## src/rtl/shannon_bit_packer.sv

```systemverilog
// Packs MSB-first variable-length codewords (0..8 bits) into bytes through a 16-bit left-justified buffer.
// Latency: bits accepted at a rising edge are visible on out_byte/out_valid after that edge; no comb in->out path.
// Backpressure: in_ready drops when fill > 8 or during a flush; out_* hold stable while out_ready is low.
module shannon_bit_packer (
  input  logic        clk,
  input  logic        rst_n,
  input  logic        in_valid,
  input  logic [7:0]  in_code,
  input  logic [3:0]  in_len,
  output logic        in_ready,
  input  logic        flush,
  output logic        out_valid,
  output logic [7:0]  out_byte,
  input  logic        out_ready,
  output logic        out_last,
  output logic        flush_done,
  output logic [15:0] total_bits
);

  typedef enum logic {
    RUN   = 1'b0,
    FLUSH = 1'b1
  } state_t;

  state_t      state_q, state_d;
  logic [15:0] buf_q, buf_d;
  logic [4:0]  fill_q, fill_d;
  logic [15:0] total_q, total_d;
  logic        flush_done_q, flush_done_d;

  logic        partial;
  logic        accept;
  logic        consume;
  logic [3:0]  len_c;
  logic [7:0]  code_m;
  logic [4:0]  shamt;
  logic [15:0] ins;

  // All handshake outputs come straight from registers so no input reaches an output combinationally.
  // Bits below the fill level are kept at zero, so a padded partial byte needs no extra masking.
  assign partial    = (fill_q != 5'd0) && (fill_q < 5'd8);
  assign in_ready   = (state_q == RUN) && (fill_q <= 5'd8);
  assign out_valid  = (fill_q >= 5'd8) || ((state_q == FLUSH) && partial);
  assign out_last   = (state_q == FLUSH) && partial;
  assign out_byte   = buf_q[15:8];
  assign flush_done = flush_done_q;
  assign total_bits = total_q;

  assign accept  = in_valid && in_ready;
  assign consume = out_valid && out_ready;
  assign len_c   = (in_len > 4'd8) ? 4'd8 : in_len;
  // Drop any stray bits above the codeword length so they cannot pollute earlier buffered bits.
  assign code_m  = in_code & ~(8'hFF << len_c);

  // Next-state: drain a byte first, then append the new codeword below the remaining bits, then advance the FSM.
  always_comb begin
    state_d      = state_q;
    buf_d        = buf_q;
    fill_d       = fill_q;
    total_d      = total_q;
    flush_done_d = 1'b0;
    shamt        = 5'd0;
    ins          = 16'h0000;

    if (consume) begin
      if (out_last) begin
        buf_d  = 16'h0000;
        fill_d = 5'd0;
      end else begin
        buf_d  = {buf_q[7:0], 8'h00};
        fill_d = fill_q - 5'd8;
      end
    end

    // Accept only happens with fill <= 8, so fill_d + len never exceeds 16 and the shift stays in range.
    if (accept) begin
      shamt   = 5'd16 - fill_d - {1'b0, len_c};
      ins     = {8'h00, code_m} << shamt;
      buf_d   = buf_d | ins;
      fill_d  = fill_d + {1'b0, len_c};
      total_d = total_q + {12'h000, len_c};
    end

    case (state_q)
      RUN: begin
        if (flush) begin
          state_d = FLUSH;
        end
      end
      FLUSH: begin
        // Leave once the padded last byte is taken, or immediately if nothing was left to emit.
        if ((consume && out_last) || (fill_q == 5'd0)) begin
          state_d      = RUN;
          fill_d       = 5'd0;
          flush_done_d = 1'b1;
        end
      end
      default: begin
        state_d = RUN;
      end
    endcase
  end

  // State registers; reset discards buffered bits and any flush in progress.
  always_ff @(posedge clk or negedge rst_n) begin
    if (!rst_n) begin
      state_q      <= RUN;
      buf_q        <= 16'h0000;
      fill_q       <= 5'd0;
      total_q      <= 16'h0000;
      flush_done_q <= 1'b0;
    end else begin
      state_q      <= state_d;
      buf_q        <= buf_d;
      fill_q       <= fill_d;
      total_q      <= total_d;
      flush_done_q <= flush_done_d;
    end
  end

endmodule
```

## config.mk

```make
export PLATFORM = sky130hd
export DESIGN_NAME = shannon_bit_packer
export DESIGN_NICKNAME = d
export VERILOG_FILES = /design/src/rtl/shannon_bit_packer.sv
export SDC_FILE = /design/constraint.sdc
export NUM_CORES = 1
export LEC_CHECK = 0
export ABC_AREA = 1
export CELL_PAD_IN_SITES_DETAIL_PLACEMENT = 0
export CELL_PAD_IN_SITES_GLOBAL_PLACEMENT = 1
export CORE_UTILIZATION = 36
export DETAILED_ROUTE_END_ITERATION = 8
export GPL_ROUTABILITY_DRIVEN = 1
export PLACE_DENSITY_LB_ADDON = 0.1
export SYNTH_ARGS = -nofsm -noshare
export SYNTH_HDL_FRONTEND = slang
export SYNTH_SLANG_ARGS = --single-unit
```

## constraint.sdc

```tcl
create_clock -name clk -period 3.15 [get_ports clk]
set_input_delay 0.4725 -clock clk [delete_from_list [all_inputs] [get_ports clk]]
set_output_delay 0.4725 -clock clk [all_outputs]
set_load 0.02 [all_outputs]
```

==> images/m2.png <==
(4 px per um)
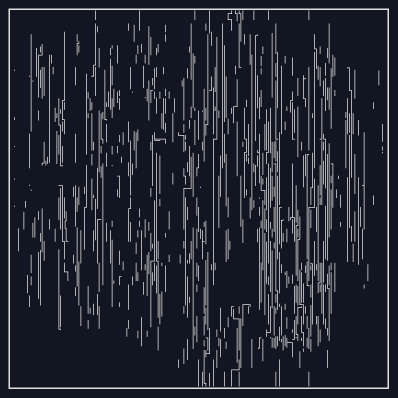
longest straight run	38.8 um
nets with wire on the layer	417
share of all routed wire	47%
wire length on this layer	3,730 um
Routed WL: 8010 um
vias after detailed routing: 2,863

==> images/port_trees.png <==
(3 px per um)
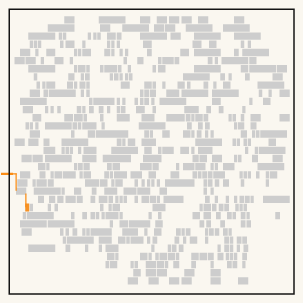
port	colour	direction	end cells	buffers	wire
flush	orange	input	1	1	11.6 um
I/O Pins: 45
I/O Buffers: 44

==> images/placed.png <==
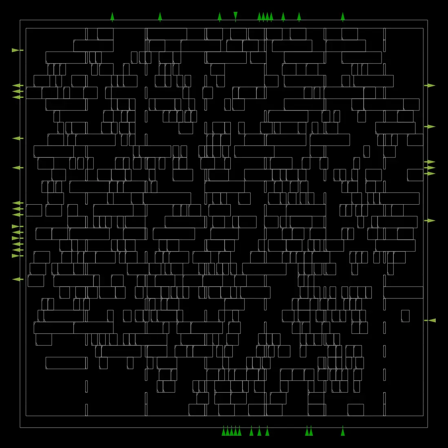
final design utilization: 0.469
Post-Layout Cell Count: 584

==> results.tsv <==
metric	value	unit
outcome	finished clean	
core area	0.00826	mm2
fa+ha+maj area frac	0.0806	
number of max-slew violations in the final report	0	
slew margin rel.	0.396	
Critical Path AT	3190	ps
kind of critical path	register to register	
Setup Viol. Count Final	0	
Yosys chip area	0.00307	mm2
peak supply drop	0.630	mV
largest net degree at the start of global routing	40	
mux frac, synth	0	
clock skew	3.83	ps
H-tree levels	2	
Post-Syn Area per Cell	7.35	um2
CP Cell Sequence	buf_4 -> nor2_2 -> nand3_2 -> nand2_2 -> nor2_2 -> nand2_2 -> nand2_1 -> inv_1 -> ha_2 -> fa_1 -> inv_1 -> ha_1 -> o21bai_4 -> xor2_4 -> nor2_4 -> nand3_1 -> o21a_1 -> o21ai_1	
Worst-Margin Slew	907	ps
Hold Path Class	input pin to asynchronous set/reset pin	
CP max FO	6	
Top cells excl fill/tap	120 x nand2_1, 46 x nand3_1, 43 x clkdlybuf4s50_1	
average wire per standard cell	13.7	um
Seq share, synth	0.318	
count of library flops with an enable pin	0	
crit share post-route	0.940	
antenna violations before repair	0	
max incr delay on CP	470	ps
final net count	513	
Worst EP required	3370	ps
Tool Warnings	28	
First DRT Iteration DRCs	106	
Leak	1.93	nW
Clock transition at path regs	80	ps
Peak Freq	338	MHz
Dominant Register Cell	dfrtp_1	
Worst path slowest cell	fa_1	
DRC	0	
final instance area	0.00387	mm2
Placer Congestion	0.884	
Critical Path Start Type	register	
-- metrics by stage --
stage,TNS (ps),util,std cells,hold WS [ps]
floorplan,0,-,418,177
global placement,-39.1,0.450,575,468
detailed placement,-71.5,0.450,575,474
CTS,0,0.465,583,333
global route,-30.8,0.469,584,363
finish,0,0.469,584,294
-- final cells by class --
| type | instances | area share |
|---|---|---|
| clock buffers | 6 | 0.0213 |
| clock inverters | 2 | 0.00904 |
| inverters | 43 | 0.0417 |
| multi-input cells | 318 | 0.475 |
| flip-flops and latches | 39 | 0.252 |
| well taps | 105 | 0.0339 |
| repair buffers | 71 | 0.167 |
-- kinds of logic (layout without fill, tap and decap cells) --
group,count (synthesis),in the layout
AND-OR/OR-AND,53,53
flip-flops,39,39
adder cells (fa/ha/maj),18,18
AND/OR/NAND/NOR,232,232
buffers and inverters,61,122
XOR/XNOR,15,15
-- final timing paths --
| kind | start | endpoint | slack, ps | cells after the start |
|---|---|---|---|---|
| max | fill_q[4]$_DFF_PN0_ | buf_q[11]$_DFF_PN0_ | 190 | 18 |
| min | rst_n | buf_q[4]$_DFF_PN0_ | 290 | 1 |
| max reg2reg | fill_q[4]$_DFF_PN0_ | buf_q[11]$_DFF_PN0_ | 190 | 18 |
| min reg2reg | buf_q[6]$_DFF_PN0_ | buf_q[6]$_DFF_PN0_ | 490 | 2 |
| max in group asynchronous | rst_n | fill_q[4]$_DFF_PN0_ | 2210 | 1 |
| min in group clk | buf_q[6]$_DFF_PN0_ | buf_q[6]$_DFF_PN0_ | 490 | 2 |
-- cell usage after synthesis (all sizes together) (3+ instances only) --
library cell  count  area, um2
nand2           130        528
xor2             10        106
nand4            10       62.6
clkbuf            4       15.0
a21oi             7       38.8
ha               15        188
nand3            51        290
a21boi            3       22.5
buf              14        104
dfrtp            39        976
o31ai             3       27.5
inv              42        158
nor2             34        145
fa                3       60.1
o21ai            22        114
xnor2             5       43.8
a22oi             9       67.6
-- flip-flops by register name (all words and copies together), names as in the netlist --
name,cells
buf_q,16
fill_q,5
flush_done,1
state_q,1
total_bits,16
-- routing by layer --
layer,vias up,track usage,share of wire
met3,7,0.0322,0.027
met1,1320,0.273,0.50
met5,-,0,0
li1,1489,-,-
met2,47,0.325,0.47
met4,0,0.0423,0.0071
-- critical path, delay by kind of cell, from the launching register on --
kind / cells / cell delay (ps)
compound gates: 3 / 420
buf+inv: 3 / 240
flops: 1 / 400
xor+xnor: 1 / 220
simple gates: 8 / 780
fa+ha+maj: 3 / 830
-- power breakdown --
group	switching, mW	leakage, nW	internal (mW)
combinational	1.86	1.35	1.23
clock	0.185	0.0612	0.257
sequential	0.132	0.520	0.660
total	2.18	1.93	2.15
-- repair_timing --
item / CTS / global route
resized: 0 / 9
hold buffers: 0 / 0
endpoints found under the setup margin: 0 / 11
setup buffers: 0 / 1
Power and IR drop assume default switching activity.
